## src/rtl/mips_defs.sv

```systemverilog
// Shared MIPS writeback definitions: zero register, default widths, requester indices.
package mips_defs;

    localparam int DEF_DATA_W = 32;
    localparam int DEF_ADDR_W = 5;

    localparam logic [4:0] REG_ZERO = 5'd0;

    localparam logic REQ_ALU = 1'b0;
    localparam logic REQ_MDU = 1'b1;

endpackage

```

## src/rtl/wb_hold_buf.sv

```systemverilog
// One-entry writeback holding buffer with valid/ready intake; drained by an external grant.
module wb_hold_buf
    import mips_defs::*;
#(
    parameter int DATA_W = DEF_DATA_W,
    parameter int ADDR_W = DEF_ADDR_W
) (
    input  logic              clk,
    input  logic              reset,
    input  logic              i_valid,
    input  logic [ADDR_W-1:0] i_addr,
    input  logic [DATA_W-1:0] i_data,
    input  logic              i_grant,
    output logic              o_ready,
    output logic              o_full,
    output logic [ADDR_W-1:0] o_addr,
    output logic [DATA_W-1:0] o_data
);

    logic              r_full;
    logic [ADDR_W-1:0] r_addr;
    logic [DATA_W-1:0] r_data;
    logic              w_accept;

    // A grant frees the slot in the same cycle, so a streaming requester never stalls.
    assign o_ready  = ~r_full | i_grant;
    assign w_accept = i_valid & o_ready;

    always_ff @(posedge clk) begin
        if (reset) begin
            r_full <= 1'b0;
        end else if (w_accept) begin
            r_full <= 1'b1;
        end else if (i_grant) begin
            r_full <= 1'b0;
        end
    end

    // NOTE: payload registers carry no reset; they are only observed while r_full is set.
    always_ff @(posedge clk) begin
        if (w_accept) begin
            r_addr <= i_addr;
            r_data <= i_data;
        end
    end

    assign o_full = r_full;
    assign o_addr = r_addr;
    assign o_data = r_data;

endmodule

```

## src/rtl/regfile_write_arbiter.sv

```systemverilog
// Arbitrates two writeback buffers onto the register-file write port through a registered stage.
// Optional macro REGFILE_ARB_RR_EN selects round-robin tie-break; otherwise requester 0 has fixed priority.
module regfile_write_arbiter
    import mips_defs::*;
#(
    parameter int DATA_W = DEF_DATA_W,
    parameter int ADDR_W = DEF_ADDR_W
) (
    input  logic              clk,
    input  logic              reset,
    input  logic              req0_valid,
    input  logic [ADDR_W-1:0] req0_addr,
    input  logic [DATA_W-1:0] req0_data,
    output logic              req0_ready,
    input  logic              req1_valid,
    input  logic [ADDR_W-1:0] req1_addr,
    input  logic [DATA_W-1:0] req1_data,
    output logic              req1_ready,
    output logic              we3,
    output logic [ADDR_W-1:0] a3,
    output logic [DATA_W-1:0] wd3,
    output logic              busy
);

    logic              w_full0;
    logic              w_full1;
    logic [ADDR_W-1:0] w_addr0;
    logic [ADDR_W-1:0] w_addr1;
    logic [DATA_W-1:0] w_data0;
    logic [DATA_W-1:0] w_data1;
    logic              w_grant0;
    logic              w_grant1;
    logic [ADDR_W-1:0] w_sel_addr;
    logic [DATA_W-1:0] w_sel_data;

    logic              r_we3;
    logic [ADDR_W-1:0] r_a3;
    logic [DATA_W-1:0] r_wd3;

    wb_hold_buf #(.DATA_W(DATA_W), .ADDR_W(ADDR_W)) u_buf0 (
        .clk     (clk),
        .reset   (reset),
        .i_valid (req0_valid),
        .i_addr  (req0_addr),
        .i_data  (req0_data),
        .i_grant (w_grant0),
        .o_ready (req0_ready),
        .o_full  (w_full0),
        .o_addr  (w_addr0),
        .o_data  (w_data0)
    );

    wb_hold_buf #(.DATA_W(DATA_W), .ADDR_W(ADDR_W)) u_buf1 (
        .clk     (clk),
        .reset   (reset),
        .i_valid (req1_valid),
        .i_addr  (req1_addr),
        .i_data  (req1_data),
        .i_grant (w_grant1),
        .o_ready (req1_ready),
        .o_full  (w_full1),
        .o_addr  (w_addr1),
        .o_data  (w_data1)
    );

`ifdef REGFILE_ARB_RR_EN
    logic r_last;

    // Reset to REQ_MDU so the first tie goes to the ALU requester.
    always_ff @(posedge clk) begin
        if (reset) begin
            r_last <= REQ_MDU;
        end else if (w_grant0) begin
            r_last <= REQ_ALU;
        end else if (w_grant1) begin
            r_last <= REQ_MDU;
        end
    end

    // NOTE: every output of an always_comb gets a default first so no latch is inferred.
    always_comb begin
        w_grant0 = w_full0;
        w_grant1 = w_full1 & ~w_full0;
        if (w_full0 && w_full1) begin
            w_grant0 = (r_last == REQ_MDU);
            w_grant1 = (r_last == REQ_ALU);
        end
    end
`else
    always_comb begin
        w_grant0 = w_full0;
        w_grant1 = w_full1 & ~w_full0;
    end
`endif

    assign w_sel_addr = w_grant0 ? w_addr0 : w_addr1;
    assign w_sel_data = w_grant0 ? w_data0 : w_data1;

    // Writes to $0 still move a3/wd3 but never raise the enable.
    always_ff @(posedge clk) begin
        if (reset) begin
            r_we3 <= 1'b0;
            r_a3  <= '0;
            r_wd3 <= '0;
        end else if (w_grant0 || w_grant1) begin
            r_we3 <= (w_sel_addr != ADDR_W'(REG_ZERO));
            r_a3  <= w_sel_addr;
            r_wd3 <= w_sel_data;
        end else begin
            r_we3 <= 1'b0;
        end
    end

    assign we3  = r_we3;
    assign a3   = r_a3;
    assign wd3  = r_wd3;
    assign busy = w_full0 | w_full1 | r_we3;

endmodule
```

## config.mk

```make
export PLATFORM = sky130hd
export DESIGN_NAME = regfile_write_arbiter
export DESIGN_NICKNAME = d
export VERILOG_FILES = /design/src/rtl/mips_defs.sv /design/src/rtl/wb_hold_buf.sv /design/src/rtl/regfile_write_arbiter.sv
export SDC_FILE = /design/constraint.sdc
export NUM_CORES = 1
export LEC_CHECK = 0
export CAP_MARGIN = 0
export CORE_MARGIN = 2
export CORE_UTILIZATION = 45
export DETAILED_ROUTE_END_ITERATION = 8
export GPL_TIMING_DRIVEN = 1
export PLACE_DENSITY = 0.76
export RECOVER_POWER = 100
export SYNTH_ARGS = -nofsm -noshare
export SYNTH_HDL_FRONTEND = slang
export SYNTH_SLANG_ARGS = --single-unit
```

## constraint.sdc

```tcl
create_clock -name clk -period 2.42 [get_ports clk]
set_input_delay 0.363 -clock clk [delete_from_list [all_inputs] [get_ports clk]]
set_output_delay 0.363 -clock clk [all_outputs]
set_load 0.05 [all_outputs]
```

==> images/port_nets.png <==
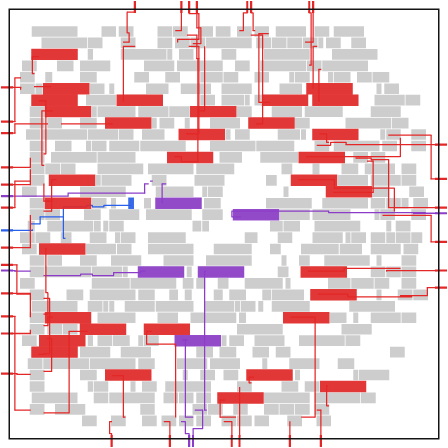
color	port	bits	direction	edge	end cells	buffers	wire
blue	req1_ready	1	output	left	1	1	39.6 µm
red	req1_data	32	input	12 left, 8 top, 6 bottom, 6 right	32	32	887 µm
purple	req1_addr	5	input	2 bottom, 2 left, 1 right	5	5	198 µm
number of top-level pins: 119
count of buffers from port buffering: 117

==> images/final_placement.png <==
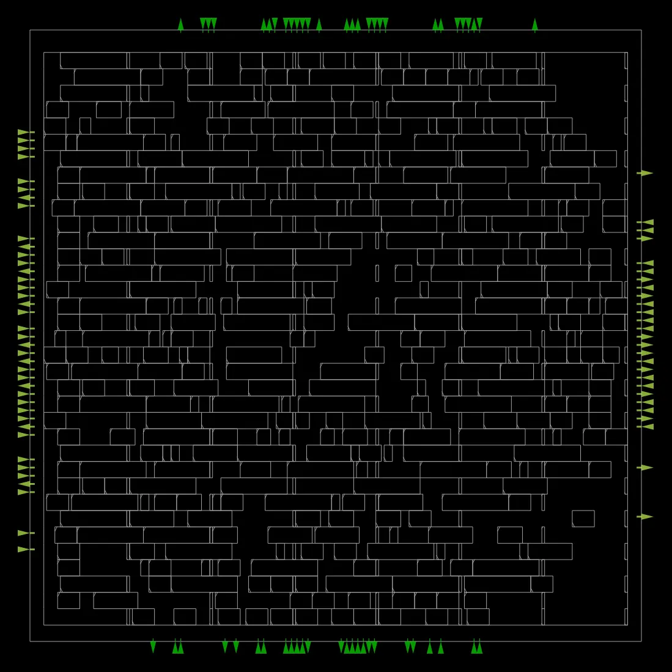
count of filler cells inserted in the layout: 713
Tap Cells: 129

==> summary.txt <==
fresh numbers from the pnr run: buffers and inverters on the worst path 2, Ant. Diodes 1, Clock group 0.00254 W, count of mapped cells out of synthesis 255, type of element capturing the critical path primary output, internal power contribution 0.00420 W, cell at the root of the clock tree sky130_fd_sc_hd__clkbuf_8, EDFF count, synth 74, deepest level of the CTS H-tree 4, Flops 114, estimated wirelength of the detail-placed design 5420 µm, fraction of final layout cells with drive strength greater than 1 0.127, Worst R2R Path Depth 4, Power per Cell Area 901 nW/µm², post-synthesis to final-layout area growth 40.3%, xor-xnor portion of the synthesized cell area 0, die width 102 µm, Synth Area in Simple Gates 0.0464, share of synthesized registers carrying an async set or reset 0, post-DR wirelength/cell 16.5 µm, Lkg Pwr 2.38 nW, critical path class register to primary output, biggest power consumer among the groups the clock network, first-pass GRT wire length 13700 µm, cell with the largest stage delay on the worst path sky130_fd_sc_hd__dfxtp_1, overall fraction of global-route tracks in use 0.180, leading cell type by number of instances after synthesis sky130_fd_sc_hd__edfxtp_1, RSZ-0062 raised after global routing no, Routed met3 length 480 µm, ranking of synthesized cells by area sky130_fd_sc_hd__edfxtp_1, sky130_fd_sc_hd__dfxtp_1, sky130_fd_sc_hd__mux2_4, sky130_fd_sc_hd__mux2i_1, sky130_fd_sc_hd__nor2_1, post-DR vias/cell 4.78, share of cell area taken by multi-input logic gates 0.172, Log Warnings 26, post-synthesis cell area 4290 µm², final hold viol count 0, initial drt markers 72, DR WL met2 4240 µm, post-layout period usage 0.933, total area of sequential cells 3020 µm², destination of the worst register-to-register timing path wd3[19], critical path cell sequence buf_4, or3_1, clkbuf_4, DP Worst Slack 370 ps, cell taking the most area after synthesis sky130_fd_sc_hd__edfxtp_1, main kind of combinational logic by area multiplexers, net switching share of the total power 0.226, clock tree from TritonCTS built, largest class flip-flops and latches, Post-CTS Repair Setup Buffers 0, area share of fa/ha/maj cells after synthesis 0, Top Family by Delay on Critical Path flip-flops, multiplexer share of the synthesized area 0.207, clock latency at the later pin of the worst-skew pair 500 ps, # nets final 459, net count after synthesis 333, post-route ant nets 0, critical path data arrival time 1890 ps, total of hold buffers inserted after clock tree synthesis 0, launching point of the worst reg2reg path u_buf1.o_full, worst reg2reg setup slack 350 ps, pins over their slew limit 0, count of clock-net buffers in the final layout 22, post-synthesis cell count from yosys 255, share of final layout cell area taken by clock buffers and inverters 0.102, # setup viols final 0, global placement routability congestion 0.699, clock period minus worst slack 2260 ps, count of inverters other than clock inverters in the layout 0, Syn. warnings 0, fp util 0.464, most used logic cell in the final layout sky130_fd_sc_hd__dlygate4sd3_1, Synth top cells by count sky130_fd_sc_hd__edfxtp_1, sky130_fd_sc_hd__dfxtp_1, sky130_fd_sc_hd__nor2_1, delay of the slowest critical-path stage 710 ps, maximum ir drop on the vdd rail 0.600 mV, Metal-1 WL 3860 µm, area of the core region 9240 µm², mean instance size in the synthesized netlist 16.8 µm², compound-cell area share of the yosys netlist 0.00962, WL final 8650 µm, drt first pass iters 4, most frequently used flop master after synthesis sky130_fd_sc_hd__edfxtp_1, area fraction of the dominant cell type after synthesis 0.518, Maximum Capacitance Violations 0, cells resized by post-CTS repair 0, chip area 10300 µm², standard-cell row count 35, count of unresolved DRC violations after routing 0, part of the power in registers 0.422, top library cells by usage in the layout, fill and taps aside sky130_fd_sc_hd__dlygate4sd3_1, sky130_fd_sc_hd__edfxtp_1, sky130_fd_sc_hd__nor2_1, sky130_fd_sc_hd__dfxtp_1, sky130_fd_sc_hd__mux2i_1, Clock power frac 0.468, vias in the first global route 2692, cell area after layout 6020 µm², register bit count reported by yosys 114, crit path launch type register, non-clock buffer contribution to total cell area 0.196, path category of the worst min-delay check input port to register, largest net degree at the start of global routing 41, highest achievable clock rate 443 MHz, Combinational Power Share 0.110, min setup slack post-route 162 ps, number of cells on the critical path 3, chip area line of the yosys report 4290 µm², sequential-to-total area share from yosys stat 0.704, flop share of the area 0.502, CTS buffer count 17, top metal layer carrying routed signals met4, number of buffers outside the clock class in the layout 122, pin slew with the least headroom to its limit 1090 ps, Unique masters post-synth 24, Critical Path Start u_buf1.o_full, required time of the worst setup path 2060 ps, Area after DPL 5510 µm², count of clock tree sinks 114, antenna violations before repair 1, outcome finished, final reports clean, Die H 102 µm, setup total negative slack 0 ps, switching power 0.00123 W, clock buffer depth 2, Worst Path Max Fanout 11, endpoint of the worst hold path wd3[18], area of the multi-input gates 1040 µm², worst-case clock skew 14.6 ps, total congestion overflow after global routing 0, Hold Path Cell Cnt 2, number of logic gates 126, hold wc startpoint reset, max_slew headroom 0.274, Via Count 2504, CP Capture Point busy
sequential cells by signal, indices dropped and copies added, names as in the netlist:
name,flops
we3,1
u_buf1.o_full,1
u_buf1.o_data,32
a3,5
wd3,32
u_buf0.o_full,1
u_buf0.o_addr,5
u_buf0.o_data,32
u_buf1.o_addr,5
through the flow:
stage                     hold WS [ps]  instances  power, W   util
after detailed placement           474        491   0.00301  0.597
after global routing               460        524   0.00563  0.652
after CTS                          399        523   0.00557  0.663
after global placement             461        491   0.00300  0.597
final                              467        524   0.00543  0.652
after floorplan                    456        255   0.00274      -
metal layers:
metal / global-route usage / vias to the layer above
met3: 0.0531 / 6
li1: - / 1180
met2: 0.299 / 84
met1: 0.224 / 1234
met4: 0.0665 / 0
met5: 0 / -
Power figures rest on the tool's default switching activity, not on a simulated workload.
